<file path="config.mk">
export PLATFORM = sky130hd
export DESIGN_NAME = apb_sram_ctrl
export DESIGN_NICKNAME = d
export VERILOG_FILES = /design/src/rtl/apb_sram_pkg.sv /design/src/rtl/apb_sram_strb_merge.sv /design/src/rtl/apb_sram_ctrl.sv
export SDC_FILE = /design/constraint.sdc
export NUM_CORES = 1
export LEC_CHECK = 0
export CAP_MARGIN = 10
export CORE_ASPECT_RATIO = 0.7
export CORE_MARGIN = 5
export CORE_UTILIZATION = 38
export CTS_CLUSTER_SIZE = 12
export DETAILED_ROUTE_END_ITERATION = 12
export PLACE_DENSITY = 0.79
export SLEW_MARGIN = 15
export SYNTH_ARGS = -nofsm -noshare
export SYNTH_HDL_FRONTEND = slang
export SYNTH_HIERARCHICAL = 1
export SYNTH_SLANG_ARGS = --single-unit
</file>
<file path="constraint.sdc">
create_clock -name clk -period 1.5 [get_ports clk]
set_clock_uncertainty 0.1 [all_clocks]
set_input_delay 0.3 -clock clk [delete_from_list [all_inputs] [get_ports clk]]
set_output_delay 0.3 -clock clk [all_outputs]
set_load 0.02 [all_outputs]
</file>
<file path="src/rtl/apb_sram_pkg.sv">
// Shared types and helpers for the APB-to-SRAM controller.
// Latency: none (definitions only).
// Backpressure: not applicable.
package apb_sram_pkg;

  localparam int DATA_W  = 32;
  localparam int SRAM_AW = 10;
  localparam int STRB_W  = 4;

  typedef enum logic [2:0] {
    IDLE,
    RD,
    RD_DATA,
    WR,
    RMW_RD,
    RMW_WR,
    NOP,
    ERR
  } state_e;

  // Access is rejected when it is not word aligned or falls past the last word.
  // depth is one bit wider than the word index so DEPTH=1024 is representable.
  function automatic logic addr_err(input logic [1:0]         byte_off,
                                    input logic [SRAM_AW-1:0] word_idx,
                                    input logic [SRAM_AW:0]   depth);
    return (byte_off != 2'b00) || ({1'b0, word_idx} >= depth);
  endfunction

endpackage

</file>
<file path="src/rtl/apb_sram_strb_merge.sv">
// Byte-lane merge of a new write word over the old SRAM word.
// Latency: purely combinational.
// Backpressure: none; output follows inputs.
module apb_sram_strb_merge
  import apb_sram_pkg::*;
(
  input  logic [DATA_W-1:0] old_word_i,
  input  logic [DATA_W-1:0] new_word_i,
  input  logic [STRB_W-1:0] strb_i,
  output logic [DATA_W-1:0] merged_o
);

  // Each strobed lane takes the new byte, every other lane keeps the old one.
  always_comb begin
    merged_o = old_word_i;
    for (int n = 0; n < STRB_W; n++) begin
      if (strb_i[n]) begin
        merged_o[8*n +: 8] = new_word_i[8*n +: 8];
      end
    end
  end

endmodule

</file>
<file path="src/rtl/apb_sram_ctrl.sv">
// APB4 slave sequencing a single-port SRAM with 1-cycle registered read data.
// Latency: full write / no-op / error complete in the first access cycle; read and partial write take one wait state.
// Backpressure: pready is held low during the wait state; a started sequence always runs to completion.
module apb_sram_ctrl
  import apb_sram_pkg::*;
#(
  parameter int DEPTH   = 32,
  parameter int PADDR_W = 12
) (
  input  logic               clk,
  input  logic               rst,
  input  logic               psel,
  input  logic               penable,
  input  logic               pwrite,
  input  logic [PADDR_W-1:0] paddr,
  input  logic [DATA_W-1:0]  pwdata,
  input  logic [STRB_W-1:0]  pstrb,
  output logic [DATA_W-1:0]  prdata,
  output logic               pready,
  output logic               pslverr,
  output logic               sram_en,
  output logic               sram_we,
  output logic [SRAM_AW-1:0] sram_addr,
  output logic [DATA_W-1:0]  sram_din,
  input  logic [DATA_W-1:0]  sram_dout
);

  state_e             state_q, state_d;
  logic [SRAM_AW-1:0] addr_q, addr_d;
  logic               write_q, write_d;
  logic [DATA_W-1:0]  wdata_q, wdata_d;
  logic [STRB_W-1:0]  strb_q, strb_d;

  logic [SRAM_AW-1:0] paddr_idx;
  logic               setup;
  logic [DATA_W-1:0]  merged;

  assign paddr_idx = paddr[PADDR_W-1:2];
  // Only a genuine setup phase starts a transfer; a bare penable in IDLE is ignored.
  assign setup     = psel & ~penable;

  apb_sram_strb_merge u_merge (
    .old_word_i (sram_dout),
    .new_word_i (wdata_q),
    .strb_i     (strb_q),
    .merged_o   (merged)
  );

  // State and capture registers; reset returns to IDLE and clears the captures.
  always_ff @(posedge clk) begin
    if (rst) begin
      state_q <= IDLE;
      addr_q  <= '0;
      write_q <= 1'b0;
      wdata_q <= '0;
      strb_q  <= '0;
    end else begin
      state_q <= state_d;
      addr_q  <= addr_d;
      write_q <= write_d;
      wdata_q <= wdata_d;
      strb_q  <= strb_d;
    end
  end

  // Next-state decode; transfer fields are captured only on setup in IDLE.
  always_comb begin
    state_d = state_q;
    addr_d  = addr_q;
    write_d = write_q;
    wdata_d = wdata_q;
    strb_d  = strb_q;
    case (state_q)
      IDLE: begin
        if (setup) begin
          addr_d  = paddr_idx;
          write_d = pwrite;
          wdata_d = pwdata;
          strb_d  = pstrb;
          if (addr_err(paddr[1:0], paddr_idx, (SRAM_AW+1)'(DEPTH))) begin
            state_d = ERR;
          end else if (!pwrite) begin
            state_d = RD;
          end else if (pstrb == '1) begin
            state_d = WR;
          end else if (pstrb == '0) begin
            state_d = NOP;
          end else begin
            state_d = RMW_RD;
          end
        end
      end
      RD:      state_d = RD_DATA;
      RMW_RD:  state_d = RMW_WR;
      // RD_DATA, WR, RMW_WR, NOP and ERR all complete the transfer.
      default: state_d = IDLE;
    endcase
  end

  // Output decode from state and captures only, never from live APB inputs.
  always_comb begin
    pready    = 1'b0;
    pslverr   = 1'b0;
    prdata    = '0;
    sram_en   = 1'b0;
    sram_we   = 1'b0;
    sram_addr = (state_q == IDLE) ? '0 : addr_q;
    sram_din  = '0;
    case (state_q)
      RD: begin
        sram_en = 1'b1;
      end
      RD_DATA: begin
        pready = 1'b1;
        prdata = sram_dout;
      end
      WR: begin
        sram_en  = 1'b1;
        sram_we  = 1'b1;
        sram_din = wdata_q;
        pready   = 1'b1;
      end
      RMW_RD: begin
        sram_en = 1'b1;
      end
      RMW_WR: begin
        sram_en  = 1'b1;
        sram_we  = 1'b1;
        sram_din = merged;
        pready   = 1'b1;
      end
      NOP: begin
        pready = 1'b1;
      end
      ERR: begin
        pready  = 1'b1;
        pslverr = 1'b1;
      end
      default: ;
    endcase
  end

endmodule

</file>
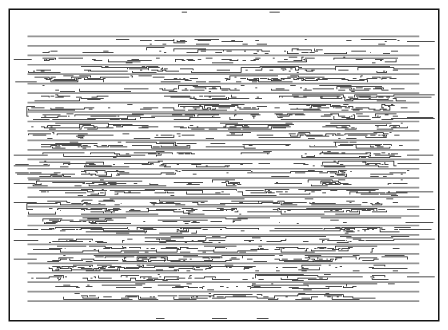
(images/met1.png)
Supply wires on this layer in gray.
main direction = horizontal
wire length on this layer = 5420 um
Routed WL: 13030 um
via count: 3699
met1 Usage GRT: 0.2819

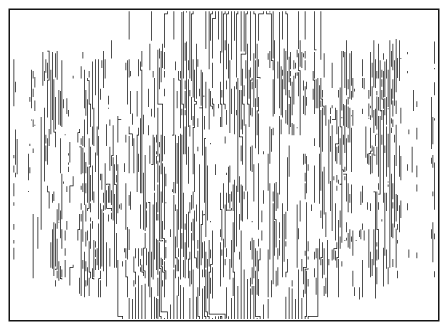
(images/met2.png)
longest straight run = 65.3 um
main direction = vertical
nets with wire on the layer = 597
share of all routed wire = 50%
wire length on this layer = 6560 um
GRT met2 Usage: 0.4201

==> impl_metrics.ini <==
; yosys + openroad results
[run_status]
outcome = finished, violations left
violations = setup timing

[synthesis]
xor_area_frac = 0
ys_sh_aoi = 0.1621
ys_cells = 364
synthCells = 364
ys_top_cells_by_count = dfxtp_1, nand2b_1, nand4b_1, o21ai_0, and2_1
yosys_warnings = 6
ys_ff = 49
ys.flop_type = dfxtp_1
mux_share = 0.1411
area_leaders = dfxtp_1, mux2_4, nand4b_1, nand2b_1, a22o_1
yosysTopAreaCell = dfxtp_1
simple_gate_share = 0.3212
topCombFamilyByArea = simple AND/OR/NAND/NOR gates

[clocking]
post_cts_buffers = 13
clockBufferDepth = 2
numCtsBuffers = 5
cts_max_level = 2
clock_sinks = 49

[power_and_ir_drop]
pg_clk_mw = 1.22
pg_comb_mw = 1.54
ir_drop_v = 0.0004726
seqPwrFrac = 0.340
p_int_mw = 2.997
power_leakage_nw = 2.753
switching_share = 0.2819
totalPowerFinal_mw = 4.173
clockPowerShare = 0.292

[floorplanning]
ios = 163
rows = 28
die_y_um = 89.19

[setup_path]
rrSetupSlack_ps = -320
slowest_stage = dfxtp_4
path_buffers = 2
worstPathMaxFanout = 17
cp-start-kind = flip-flop
end_kind = primary output
max_stage_delay_ps = 370
worstSetupPathType = flip-flop to primary output

[global_routing]
grt_pass1_wl_um = 20250
track_usage = 0.2334
globalRouteOverflowTotal = 0

[place]
postPlaceCellArea_mm2 = 0.005722
routabilityCongestion = 0.8182
dp.cells = 675
io_buffer_count = 162

[job]
drv_cap = 0

[drt]
drc = 0
vias_per_cell = 5.277
initialDrtViolationCount = 174
antenna_left = 0

[timing]
tightest_slew_ps = 386.3
min_period_ps = 1932
slew_violations = 0
rsz0062_at_grt = yes
max-slew-margin-rel = 0.7398
setup_slack_ps = -432.2
fmax_mhz = 517.6
setup_violations = 125

[finish]
layout_top_cells = clkdlybuf4s50_1, buf_6, buf_4
nets = 665
logic_area_mm2 = 0.002489
fin_cells = 701
fillers = 604
diodes = 0
layout_top_cell = clkdlybuf4s50_1
final_area_mm2 = 0.006474
syn2layout_area_growth_pct = 90.15

[worst_hold_path]
hold_path_depth = 2
holdPathEnd = addr_q[0]
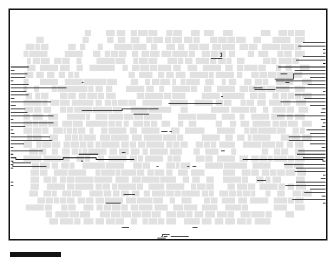
(images/met3.png)
Scale bar: 20 um.
wire length on this layer = 795 um
main direction = horizontal
share of all routed wire = 6.1%
met3 usage: 0.05060

## routing by layer
| layer | global-route usage | routed length, um | vias up | share of wire |
|---|---|---|---|---|
| li1 | - | - | 1761 | - |
| met5 | 0 | 0 | - | 0 |
| met1 | 0.2819 | 5418 | 1801 | 0.42 |
| met3 | 0.05060 | 795 | 20 | 0.061 |
| met2 | 0.4201 | 6561 | 117 | 0.50 |
| met4 | 0.06935 | 259 | 0 | 0.020 |
## layout make-up
class,instances,share of cell area
multi-input cells,272,0.3844
clock inverters,1,0.0007731
clock buffers,7,0.02358
well taps,120,0.02319
repair buffers,252,0.4146
flip-flops and latches,49,0.1535
## state kept, by name, indices dropped and copies added (netlist names)
register	count
wdata_q	32
state_q	3
addr_q	10
strb_q	4
